**The metal 2 layer**

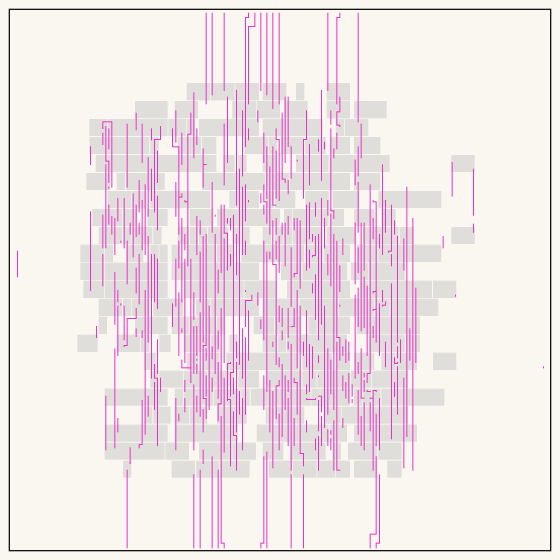
**Signal wires on met3**

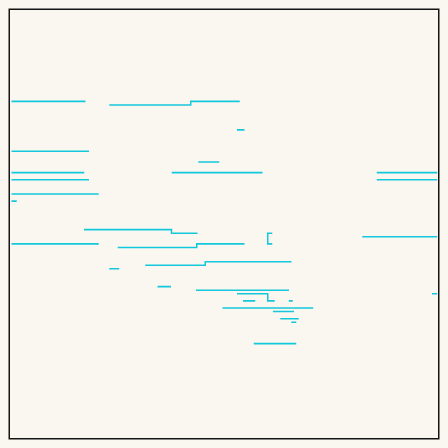
**M4 wires**

Bar = 20 µm. Supply wires on this layer in gray.
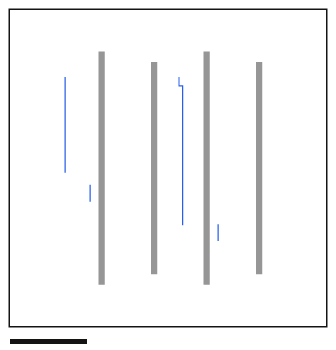
**The metal 1 layer**

Bar = 20 µm. Supply wires on this layer in gray.
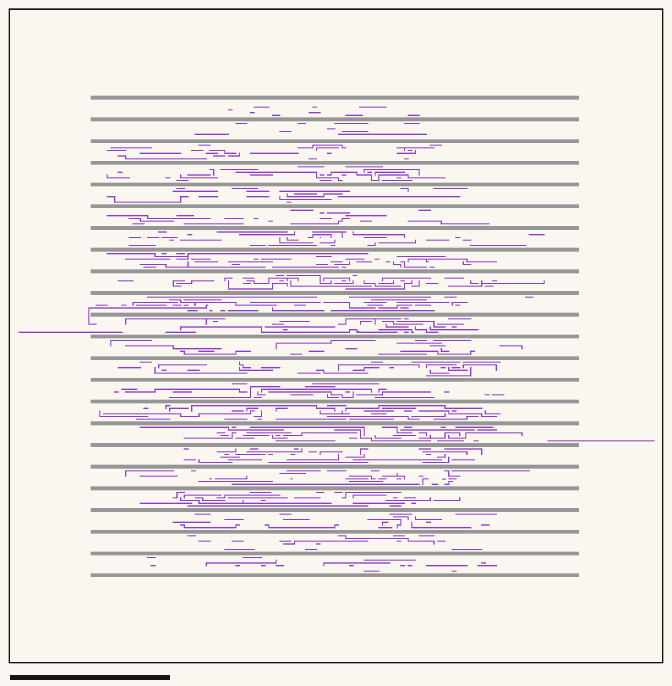
**Congestion heat map**

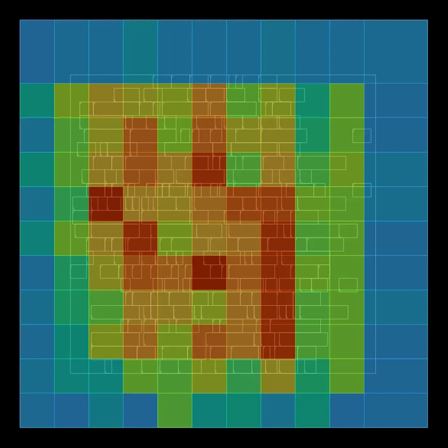
--- src/rtl/stream_min2_if.sv ---
// Frame-in / result-out bundle for the two-smallest-element finder.
interface stream_min2_if #(
  parameter int unsigned DATA_W = 4,
  parameter int unsigned IDX_W  = 4
);
  logic              start;
  logic              in_valid;
  logic              in_ready;
  logic [DATA_W-1:0] in_data;
  logic              in_last;
  logic              out_valid;
  logic              out_ready;
  logic [DATA_W-1:0] min1;
  logic [DATA_W-1:0] min2;
  logic [IDX_W-1:0]  idx_min1;
  logic [IDX_W-1:0]  idx_min2;
  logic              min2_valid;
  logic [IDX_W:0]    count;
  logic              overflow;

  modport master (
    output start, in_valid, in_data, in_last, out_ready,
    input  in_ready, out_valid, min1, min2, idx_min1, idx_min2,
           min2_valid, count, overflow
  );

  modport slave (
    input  start, in_valid, in_data, in_last, out_ready,
    output in_ready, out_valid, min1, min2, idx_min1, idx_min2,
           min2_valid, count, overflow
  );
endinterface

--- src/rtl/stream_min2_finder.sv ---
// Streams one frame of unsigned elements and reports the smallest and
// second-smallest values with their frame positions (lowest index wins ties).
module stream_min2_finder #(
  parameter int unsigned DATA_W = 4,
  parameter int unsigned DEPTH  = 16,
  parameter int unsigned IDX_W  = $clog2(DEPTH)
) (
  input  logic          clk,
  input  logic          rst_n,
  stream_min2_if.slave  bus
);

  localparam int unsigned CNT_W = IDX_W + 1;

  typedef enum logic [1:0] {IDLE, ACCUM, DONE} state_t;

  state_t            state;
  state_t            state_next;
  logic              in_ready_q;
  logic              out_valid_q;
  logic [DATA_W-1:0] min1_q;
  logic [DATA_W-1:0] min2_q;
  logic [IDX_W-1:0]  idx1_q;
  logic [IDX_W-1:0]  idx2_q;
  logic              full1_q;
  logic              full2_q;
  logic              min2_valid_q;
  logic [CNT_W-1:0]  count_q;
  logic              overflow_q;

  logic accept_c;
  logic clear_c;
  logic close_c;
  logic at_depth_c;
  logic lt1_c;
  logic lt2_c;

  // Next state plus the single comparator pair; an empty slot beats any value.
  always_comb begin
    state_next = state;
    clear_c    = 1'b0;
    close_c    = 1'b0;
    accept_c   = bus.in_valid & in_ready_q;
    at_depth_c = (count_q == CNT_W'(DEPTH - 1));
    lt1_c      = !full1_q || (bus.in_data < min1_q);
    lt2_c      = !full2_q || (bus.in_data < min2_q);
    case (state)
      IDLE: begin
        if (bus.start) begin
          state_next = ACCUM;
          clear_c    = 1'b1;
        end
      end
      ACCUM: begin
        if (accept_c && (bus.in_last || at_depth_c)) begin
          state_next = DONE;
          close_c    = 1'b1;
        end
      end
      DONE: begin
        if (out_valid_q && bus.out_ready) state_next = IDLE;
      end
      default: state_next = IDLE;
    endcase
  end

  // Handshake flags are registered copies of the next-state decode.
  always_ff @(posedge clk or negedge rst_n) begin
    if (!rst_n) begin
      state       <= IDLE;
      in_ready_q  <= 1'b0;
      out_valid_q <= 1'b0;
    end else begin
      state       <= state_next;
      in_ready_q  <= (state_next == ACCUM);
      out_valid_q <= (state_next == DONE);
    end
  end

  always_ff @(posedge clk or negedge rst_n) begin
    if (!rst_n) begin
      min1_q       <= '1;
      min2_q       <= '1;
      idx1_q       <= '1;
      idx2_q       <= '1;
      full1_q      <= 1'b0;
      full2_q      <= 1'b0;
      min2_valid_q <= 1'b0;
      count_q      <= '0;
      overflow_q   <= 1'b0;
    end else if (clear_c) begin
      min1_q       <= '1;
      min2_q       <= '1;
      idx1_q       <= '1;
      idx2_q       <= '1;
      full1_q      <= 1'b0;
      full2_q      <= 1'b0;
      min2_valid_q <= 1'b0;
      count_q      <= '0;
      overflow_q   <= 1'b0;
    end else if (accept_c) begin
      count_q <= count_q + CNT_W'(1);
      if (lt1_c) begin
        min2_q  <= min1_q;
        idx2_q  <= idx1_q;
        full2_q <= full1_q;
        min1_q  <= bus.in_data;
        idx1_q  <= IDX_W'(count_q);
        full1_q <= 1'b1;
      end else if (lt2_c) begin
        min2_q  <= bus.in_data;
        idx2_q  <= IDX_W'(count_q);
        full2_q <= 1'b1;
      end
      // count_q is still the index of the closing element here.
      if (close_c) begin
        min2_valid_q <= (count_q != '0);
        overflow_q   <= at_depth_c & ~bus.in_last;
      end
    end
  end

  assign bus.in_ready   = in_ready_q;
  assign bus.out_valid  = out_valid_q;
  assign bus.min1       = min1_q;
  assign bus.min2       = min2_q;
  assign bus.idx_min1   = idx1_q;
  assign bus.idx_min2   = idx2_q;
  assign bus.min2_valid = min2_valid_q;
  assign bus.count      = count_q;
  assign bus.overflow   = overflow_q;

endmodule

--- src/flat_wrapper.sv ---
// flat-port wrapper written by rule: the top's interface ports become plain ports
module stream_min2_finder_flat 
#(
  parameter int unsigned DATA_W = 4,
  parameter int unsigned DEPTH  = 16,
  parameter int unsigned IDX_W  = $clog2(DEPTH)
)
  (clk, rst_n, bus_start, bus_in_valid, bus_in_data, bus_in_last, bus_out_ready, bus_in_ready, bus_out_valid, bus_min1, bus_min2, bus_idx_min1, bus_idx_min2, bus_min2_valid, bus_count, bus_overflow);
  stream_min2_if #(.DATA_W(DATA_W), .IDX_W(IDX_W)) bus_i ();
  input  logic clk;
  input  logic rst_n;
  input wire logic [$bits(bus_i.start)-1:0] bus_start;
  input wire logic [$bits(bus_i.in_valid)-1:0] bus_in_valid;
  input wire logic [$bits(bus_i.in_data)-1:0] bus_in_data;
  input wire logic [$bits(bus_i.in_last)-1:0] bus_in_last;
  input wire logic [$bits(bus_i.out_ready)-1:0] bus_out_ready;
  output wire logic [$bits(bus_i.in_ready)-1:0] bus_in_ready;
  output wire logic [$bits(bus_i.out_valid)-1:0] bus_out_valid;
  output wire logic [$bits(bus_i.min1)-1:0] bus_min1;
  output wire logic [$bits(bus_i.min2)-1:0] bus_min2;
  output wire logic [$bits(bus_i.idx_min1)-1:0] bus_idx_min1;
  output wire logic [$bits(bus_i.idx_min2)-1:0] bus_idx_min2;
  output wire logic [$bits(bus_i.min2_valid)-1:0] bus_min2_valid;
  output wire logic [$bits(bus_i.count)-1:0] bus_count;
  output wire logic [$bits(bus_i.overflow)-1:0] bus_overflow;
  assign bus_i.start = bus_start;
  assign bus_i.in_valid = bus_in_valid;
  assign bus_i.in_data = bus_in_data;
  assign bus_i.in_last = bus_in_last;
  assign bus_i.out_ready = bus_out_ready;
  assign bus_in_ready = bus_i.in_ready;
  assign bus_out_valid = bus_i.out_valid;
  assign bus_min1 = bus_i.min1;
  assign bus_min2 = bus_i.min2;
  assign bus_idx_min1 = bus_i.idx_min1;
  assign bus_idx_min2 = bus_i.idx_min2;
  assign bus_min2_valid = bus_i.min2_valid;
  assign bus_count = bus_i.count;
  assign bus_overflow = bus_i.overflow;
  stream_min2_finder #(.DATA_W(DATA_W), .DEPTH(DEPTH), .IDX_W(IDX_W)) u_core (.clk(clk), .rst_n(rst_n), .bus(bus_i));
endmodule
--- config.mk ---
export PLATFORM = sky130hd
export DESIGN_NAME = stream_min2_finder_flat
export DESIGN_NICKNAME = d
export VERILOG_FILES = /design/src/rtl/stream_min2_if.sv /design/src/rtl/stream_min2_finder.sv /design/src/flat_wrapper.sv
export SDC_FILE = /design/constraint.sdc
export NUM_CORES = 1
export LEC_CHECK = 0
export CORE_MARGIN = 10
export CORE_UTILIZATION = 46
export CTS_CLUSTER_SIZE = 20
export DETAILED_ROUTE_END_ITERATION = 8
export GPL_ROUTABILITY_DRIVEN = 1
export GPL_TIMING_DRIVEN = 0
export PLACE_DENSITY = 0.75
export RECOVER_POWER = 50
export SLEW_MARGIN = 20
export SYNTH_ARGS = -nofsm -noshare
export SYNTH_HDL_FRONTEND = slang
export SYNTH_SLANG_ARGS = --single-unit
export TNS_END_PERCENT = 100
--- constraint.sdc ---
create_clock -name clk -period 2.04 [get_ports clk]
set_input_delay 0.408 -clock clk [delete_from_list [all_inputs] [get_ports clk]]
set_output_delay 0.408 -clock clk [all_outputs]
set_load 0.01 [all_outputs]
==> results_slide.txt <==
Run Summary

Finish
  • Design Area, Final: 0.002427 mm²
  • Signal buffers: 52
  • Seq area share: 0.3082
  • Signal buffers share of area: 0.2088
  • Logic share of the area: 0.4010
  • Layout cells sized above 1: 0.4047
  • Final net count: 233
  • Flip-flops: 29
  • Layout clock buffer count: 7
  • Comb area: 973.4 µm²
  • Mi-comb count: 116

Power and ir drop
  • Total design power: 3.817 mW
  • Peak supply drop: 0.8080 mV

Setup path
  • Crit Path Category: flip-flop to flip-flop
  • CP max FO: 5
  • Worst path bufs/invs: 2
  • Critical path depth: 7
  • Worst path arrival time: 2.24 ns
  • Critical Path RT: 2.24 ns
  • Crit-path max cell delay: 0.54 ns
  • Cell Chain, Critical Path: inv_2 -> ha_4 -> a2111o_1 -> a21oi_2 -> buf_6 -> mux2i_1 -> nand2_1
  • Worst Setup Start Kind: flip-flop
  • Crit Reg-Reg Startpoint: u_core.bus.min1[1]
  • R2R Path End: u_core.bus.idx_min1[2]
  • Critical Path Sink Type: flip-flop
  • Register-to-Register Path Depth: 7

Global route
  • Gr ovfl total: 0
  • First-pass GRT wire length: 7514 µm
  • Number of global-route vias before repair: 1477

Synthesis
  • # Cells Yosys: 164
  • Yosys cell types: 40
  • Async set-or-reset flop fraction in the synthesized netlist: 1.000
  • Synthesized Nets: 183
  • Ys Warns: 0
  • Syn avg cell area: 10.68 µm²

Final timing
  • Final Setup Violations: 1
  • Worst Skew: 0.007821 ns
  • Final Hold Viols: 0
  • Setup ws final: -0.004548 ns
  • Max-slew violation count: 30
  • Post-layout period usage of the worst path: 1.002
  • RSZ-0062 raised after global routing: true
  • Setup TNS Final: -0.004548 ns

Status
  • Violated checks: capacitance limit, slew limit, setup timing
  • Outcome: finished, violations left

Place
  • Area after DPL: 0.002147 mm²
  • Pre-CTS WS: -0.4242 ns
  • Port bufs: 34
  • Detailed placement HPWL: 3268 µm

Clock network
  • Clk slew on worst S/H paths: 0.07 ns
  • Clock Tree Buf Depth: 2
  • Root buf cell: clkbuf_8
  • Clock latency on the worst-skew pair: 0.29 ns
  • Setup Buffers After CTS: 2
  • CTS resizes: 5

Detailed routing
  • Via density: 5.586
  • Drt initial violations: 167
  • Post-Route WL: 4765 µm

Floorplanning
  • Initial Util: 0.4785
  • Die W: 81.71 µm
  • Die Y-Extent: 81.71 µm
  • Site Rows: 22

Flow run
  • MaxCap Viol Count: 1
About 'the metal 2 layer':
longest straight run: 38.1 µm
nets with wire on the layer: 212
main direction: vertical
wire length on this layer: 2450 µm
share of all routed wire: 51%

About 'signal wires on met3':
main direction: horizontal
wire length on this layer: 317 µm
longest straight run: 17.5 µm
nets with wire on the layer: 22

About 'M4 wires':
main direction: vertical
wire length on this layer: 71.6 µm
longest straight run: 35.9 µm

About 'the metal 1 layer':
nets with wire on the layer: 210
main direction: horizontal
longest straight run: 23.5 µm
share of all routed wire: 40%

About 'congestion heat map':
GRT Resource Usage Total: 0.1469
WL per Instance: 18.12 µm
met1 Usage GRT: 0.1767
met2 usage: 0.2330
GRT Max-Usage Layer: met2

synth_stat cells, types with 3 or more instances:
cell type / instances / share of area
dfrtp_1: 13 / 0.19
a31o_2: 5 / 0.025
dfstp_2: 16 / 0.24
nor2_1: 20 / 0.043
nand2_1: 16 / 0.034
nor4_1: 6 / 0.021
buf_6: 4 / 0.026
o211ai_1: 3 / 0.013
o2bb2ai_1: 5 / 0.025
mux2i_1: 7 / 0.040
ha_1: 9 / 0.064
inv_1: 10 / 0.021
a221oi_2: 8 / 0.069
nor2_2: 8 / 0.029
power by group:
part           internal, mW  leakage [nW]  total [mW]  switching, mW
combinational          1.05         0.652        2.10           1.06
sequential            0.929         0.330        1.18          0.249
clock                 0.304        0.0542       0.537          0.233
cells by family (layout without fill, tap and decap cells):
logic type / Yosys count / in the layout / synth area share
AND-OR/OR-AND: 31 / 31 / 0.1757
XOR/XNOR: 3 / 3 / 0.01500
adder cells (fa/ha/maj): 9 / 9 / 0.06429
buffers and inverters: 19 / 70 / 0.07000
flip-flops: 29 / 29 / 0.4257
multiplexers: 7 / 7 / 0.04000
AND/OR/NAND/NOR: 66 / 66 / 0.2093
layer usage:
layer / vias up / routed length [µm] / track usage
met5: - / 0 / 0
met4: 0 / 71 / 0.05442
met3: 10 / 316 / 0.05786
met2: 43 / 2448 / 0.2330
met1: 726 / 1928 / 0.1767
li1: 690 / - / -
registers in the layout (all words and copies together), names as in the netlist:
name	cells
u_core.state	2
u_core.bus.min2_valid	1
u_core.full2_q	1
u_core.bus.min1	4
u_core.full1_q	1
u_core.bus.count	5
u_core.bus.idx_min2	4
u_core.bus.idx_min1	4
u_core.bus.in_ready	1
u_core.bus.overflow	1
u_core.bus.out_valid	1
u_core.bus.min2	4
Power and IR drop assume default switching activity.
